`src/rtl/tone_gen_poly.sv`:
```
// Square-wave tone generator: lowest pressed key wins, octave right-shifts the half period.
// Latency 1 cycle key->speaker high; no backpressure, note/octave changes land on half-period boundaries.
module tone_gen_poly #(
    parameter int NUM_NOTES = 8,
    parameter int CNT_W     = 16,
    parameter int OCT_W     = 2
) (
    input  logic                 clk,
    input  logic                 rst_n,
    input  logic [NUM_NOTES-1:0] key_en,
    input  logic [OCT_W-1:0]     octave,
    output logic                 speaker,
    output logic                 note_active,
    output logic [2:0]           note_idx
);

    localparam logic [0:0] S_IDLE = 1'b0;
    localparam logic [0:0] S_PLAY = 1'b1;

    function automatic logic [CNT_W-1:0] half_period(input logic [2:0] idx);
        case (idx)
            3'd0:    half_period = CNT_W'(47783);
            3'd1:    half_period = CNT_W'(42560);
            3'd2:    half_period = CNT_W'(37925);
            3'd3:    half_period = CNT_W'(35796);
            3'd4:    half_period = CNT_W'(31888);
            3'd5:    half_period = CNT_W'(28409);
            3'd6:    half_period = CNT_W'(25309);
            default: half_period = CNT_W'(23887);
        endcase
    endfunction

    logic [0:0]       state_q, state_d;
    logic [CNT_W-1:0] cnt_q, cnt_d;
    logic [CNT_W-1:0] cur_hp_q, cur_hp_d;
    logic             spk_q, spk_d;
    logic [2:0]       idx_q, idx_d;

    logic [2:0]       sel;
    logic             key_any;
    logic [CNT_W-1:0] hp;
    logic             at_bound;

    // Scan from the top down so the lowest set bit is the last to write sel.
    always_comb begin
        sel = 3'd0;
        for (int i = NUM_NOTES - 1; i >= 0; i--) begin
            if (key_en[i]) begin
                sel = 3'(i);
            end
        end
    end

    assign key_any  = |key_en;
    assign hp       = half_period(sel) >> octave;
    assign at_bound = (cnt_q == (cur_hp_q - CNT_W'(1)));

    always_comb begin
        state_d  = state_q;
        cnt_d    = cnt_q;
        cur_hp_d = cur_hp_q;
        spk_d    = spk_q;
        idx_d    = idx_q;
        case (state_q)
            S_IDLE: begin
                cnt_d = '0;
                spk_d = 1'b0;
                if (key_any) begin
                    state_d  = S_PLAY;
                    cur_hp_d = hp;
                    idx_d    = sel;
                    spk_d    = 1'b1;
                end
            end
            default: begin
                if (!at_bound) begin
                    cnt_d = cnt_q + CNT_W'(1);
                end else begin
                    cnt_d = '0;
                    if (key_any) begin
                        spk_d    = ~spk_q;
                        cur_hp_d = hp;
                        idx_d    = sel;
                    end else begin
                        // Release only ever stops on a boundary, so a high phase is never cut short.
                        spk_d   = 1'b0;
                        state_d = S_IDLE;
                    end
                end
            end
        endcase
    end

    always_ff @(posedge clk or negedge rst_n) begin
        if (!rst_n) begin
            state_q  <= S_IDLE;
            cnt_q    <= '0;
            cur_hp_q <= '0;
            spk_q    <= 1'b0;
            idx_q    <= 3'd0;
        end else begin
            state_q  <= state_d;
            cnt_q    <= cnt_d;
            cur_hp_q <= cur_hp_d;
            spk_q    <= spk_d;
            idx_q    <= idx_d;
        end
    end

    assign speaker     = spk_q;
    assign note_active = (state_q == S_PLAY);
    assign note_idx    = idx_q;

endmodule
```
`config.mk`:
```
export PLATFORM = sky130hd
export DESIGN_NAME = tone_gen_poly
export DESIGN_NICKNAME = d
export VERILOG_FILES = /design/src/rtl/tone_gen_poly.sv
export SDC_FILE = /design/constraint.sdc
export NUM_CORES = 1
export LEC_CHECK = 0
export ABC_CLOCK_PERIOD_IN_PS = 7300
export CORE_ASPECT_RATIO = 1.75
export CORE_MARGIN = 5
export CORE_UTILIZATION = 52
export CTS_BUF_LIST = sky130_fd_sc_hd__clkbuf_16
export CTS_CLUSTER_SIZE = 40
export DETAILED_ROUTE_END_ITERATION = 8
export GPL_TIMING_DRIVEN = 0
export PLACE_DENSITY_LB_ADDON = 0.2
export SYNTH_ARGS = -nofsm -noshare
export SYNTH_HDL_FRONTEND = slang
export SYNTH_SLANG_ARGS = --single-unit
export TNS_END_PERCENT = 5
```
`constraint.sdc`:
```
create_clock -name clk -period 7.3 [get_ports clk]
set_clock_uncertainty 0.05 [all_clocks]
set_input_delay 1.095 -clock clk [delete_from_list [all_inputs] [get_ports clk]]
set_output_delay 1.095 -clock clk [all_outputs]
set_load 0.03 [all_outputs]
```
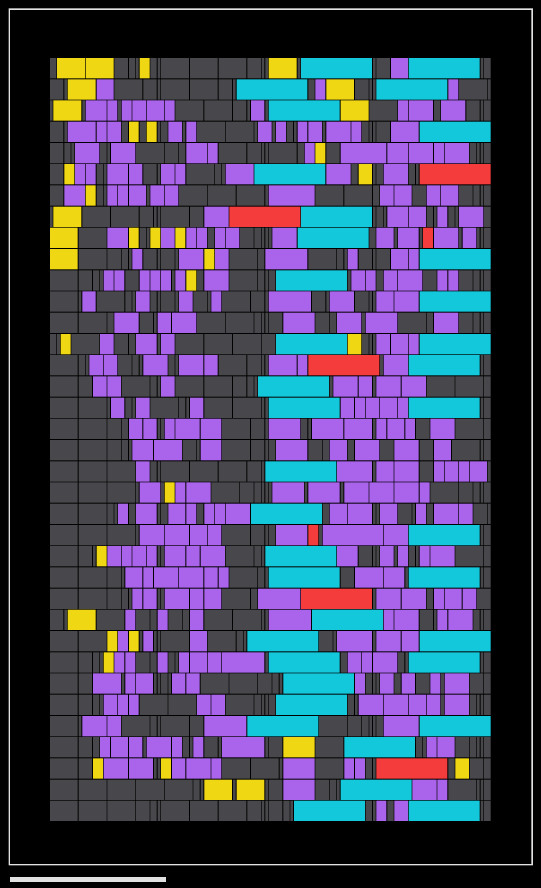
**Above:** cells coloured by class.
The bar under the picture is 20 um long. Fill, decap, tap and diode cells in grey.
legend:
  purple:
    class: all other logic
    cells: 294
    share_of_their_area: 60%
  red:
    class: clock drivers and dummy loads
    cells: 7
    share_of_their_area: 4.1%
  cyan:
    class: flip-flops
    cells: 37
    share_of_their_area: 29%
  yellow:
    class: other buffers and delay cells
    cells: 36
    share_of_their_area: 7.1%
sequential fraction of total cell area: 0.280
std cell rows: 36
Placeable Area: 5540 um2
final core occ: 0.596
fin area: 3300 um2

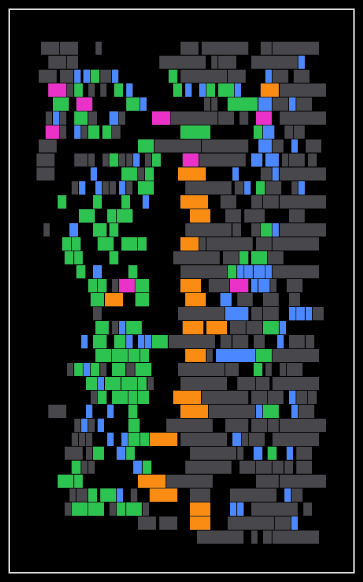
**Above:** gate families picked out.
legend:
  green:
    family: inverting AOI/OAI gates
    cells: 91
    most_used: a21oi_1
  orange:
    family: multiplexers
    cells: 18
    most_used: mux2_2
  blue:
    family: NOR gates
    cells: 73
    most_used: nor2_1
  magenta:
    family: AND-OR and OR-AND gates
    cells: 8

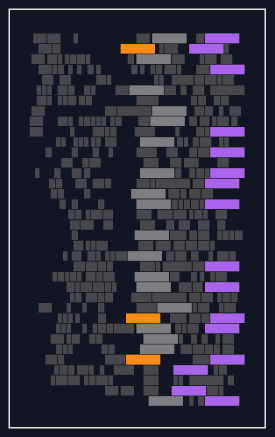
**Above:** where the registers sit.
legend:
  purple:
    signal: cnt_q
    flops: 16
  orange:
    signal: note_idx
    flops: 3

==> qor.csv <==
metric,value,unit
reg2regPathDepth,11,
crit_path_frequent_cell,clkbuf_1,
largestClassByArea,logic gates,
clock_path_buffers,2,
vdd_drop_max,0.0000827,V
period_minus_slack,4.07,ns
maxSlewViolCount,0,
power-top-group,registers,
p_int,0.000350,W
antenna_cells,0,
comb_area_frac,0.569,
crit_start,key_en[2],
cts-root-buf,clkbuf_16,
setup_violations,0,
cp-end-kind,flip-flop,
ys_sh_xor,0.0983,
ys_sh_aoi,0.232,
r2r_end,cur_hp_q[13],
wire_per_inst,19.5,um
holdPathEnd,cur_hp_q[15],
synth-edff-count,0,
cts_tree,built,
worstPathArrival,4.24,ns
drcViolationCount,0,
synth_flop_count,37,
synthArstFlopShare,1.00,
final_common_cell,nor2_1,
instances_no_fill,450,
p_sw,0.000125,W
r2r-start,cur_hp_q[0],
switching_share,0.263,
crit_end,cur_hp_q[13],
power.static_leakage,1.42,nW
dp.cells,443,
top_cell_area_share,0.315,
power_combinational,0.0000734,W
buffers,36,
r2r_slack,3.77,ns
synth_stat.cells,353,
first_pass_iters,6,
ys_seq_share,0.315,
pwr-share-seq,0.432,
gp_congestion,0.967,
fmax,0.245,GHz
comb_area,1880,um2
max_cap_viol_count,0,
path_class,primary input to flip-flop,
final_layout_top_logic_cells,"nor2_1 (54), dfrtp_1 (37), a21oi_1 (26)",
clock_area_frac,0.0402,
top_cells_by_count,"nor2_1 (54), dfrtp_1 (37), a21oi_1 (26)",
fp_util,0.530,
logic_family,AND-OR/OR-AND gates,
yosysUniqueCellTypes,58,
cp_max_fo,10,
run_status,"finished, final reports clean",
vias,2917,
multi_input_comb_cells,283,
synth.area.top_cells,"dfrtp_1 (32%), nor2_1 (6.9%), xnor2_1 (5.4%), xor2_1 (4.5%), a21oi_1 (4.4%)",
vias_per_cell,6.48,
nNetsFinal,388,
die-width,66.8,um
path_cells,clkdlybuf4s50_1 -> or4_1 -> clkbuf_1 -> a21oi_1 -> clkbuf_1 -> o21ai_0 -> a221oi_1 -> mux2_4,
post_cts_resize_count,0,
pg_seq,0.000205,W
critPathMaxStageDelay,0.59,ns
grt_pass1_vias,2857,
dieArea,7310,um2
die.size.y,109,um
ios,17,
finalHoldViolations,0,
syn_area_per_cell,8.33,um2
clk_latency,0.28,ns
cts_setup_buffers,0,
ctsHoldBuffers,0,
yosys_area,2940,um2
non_clock_buffer_area_share,0.0690,
clkPwrFrac,0.414,
p_per_area,144,nW/um2
ys_sh_mux,0.0766,
largest_area_cell,dfrtp_1,
fin_setup_tns,0,ns
hp-start,cur_hp_q[15],
port_buffers,14,
gr-total-overflow,0,
tightestPinTransition,1.34,ns
setup_slack,3.23,ns
simple_gate_area_frac,0.221,
area.growth.synth_to_final,12.3,%
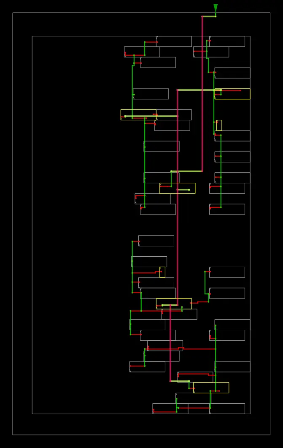
**Above:** clock nets.
Flop Count: 37
clock buffers: 5
Clk power: 0.000197 W
CTS Sinks: 37
CTS Buf Count: 5

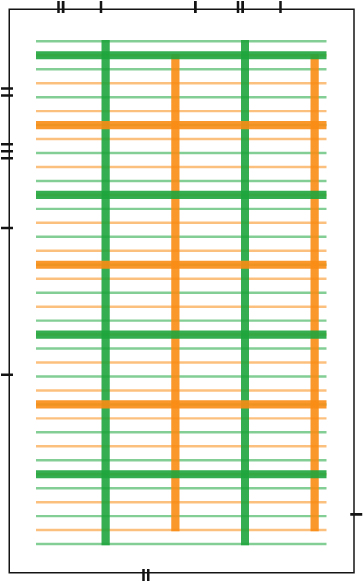
**Above:** floorplan with the power grid.
Pins as bars on the die edge.
legend:
  orange:
    net: VDD
  green:
    net: VSS
met4 straps: 4
signal pins: 17
rows: 36
met1 rails: 37

-- per-layer routing --
metal / track usage / vias up / share of wire
met5: 0 / - / 0
met4: 0.190 / 0 / 0.068
met3: 0.0307 / 45 / 0.045
met2: 0.477 / 147 / 0.54
met1: 0.244 / 1381 / 0.35
li1: - / 1344 / -
-- critical path: cells and delay by family --
family,cells,cell delay [ns]
AND-OR/OR-AND,3,1.21
buffers and inverters,3,1.21
multiplexers,1,0.21
AND/OR/NAND/NOR,1,0.50
-- flip-flops by register name, summed over array words and instances, names as in the netlist --
name and cells:
cnt_q 16, cur_hp_q 16, note_idx 3, note_active 1
speaker 1
No activity file was given, so power comes from the tool's default toggle rates.
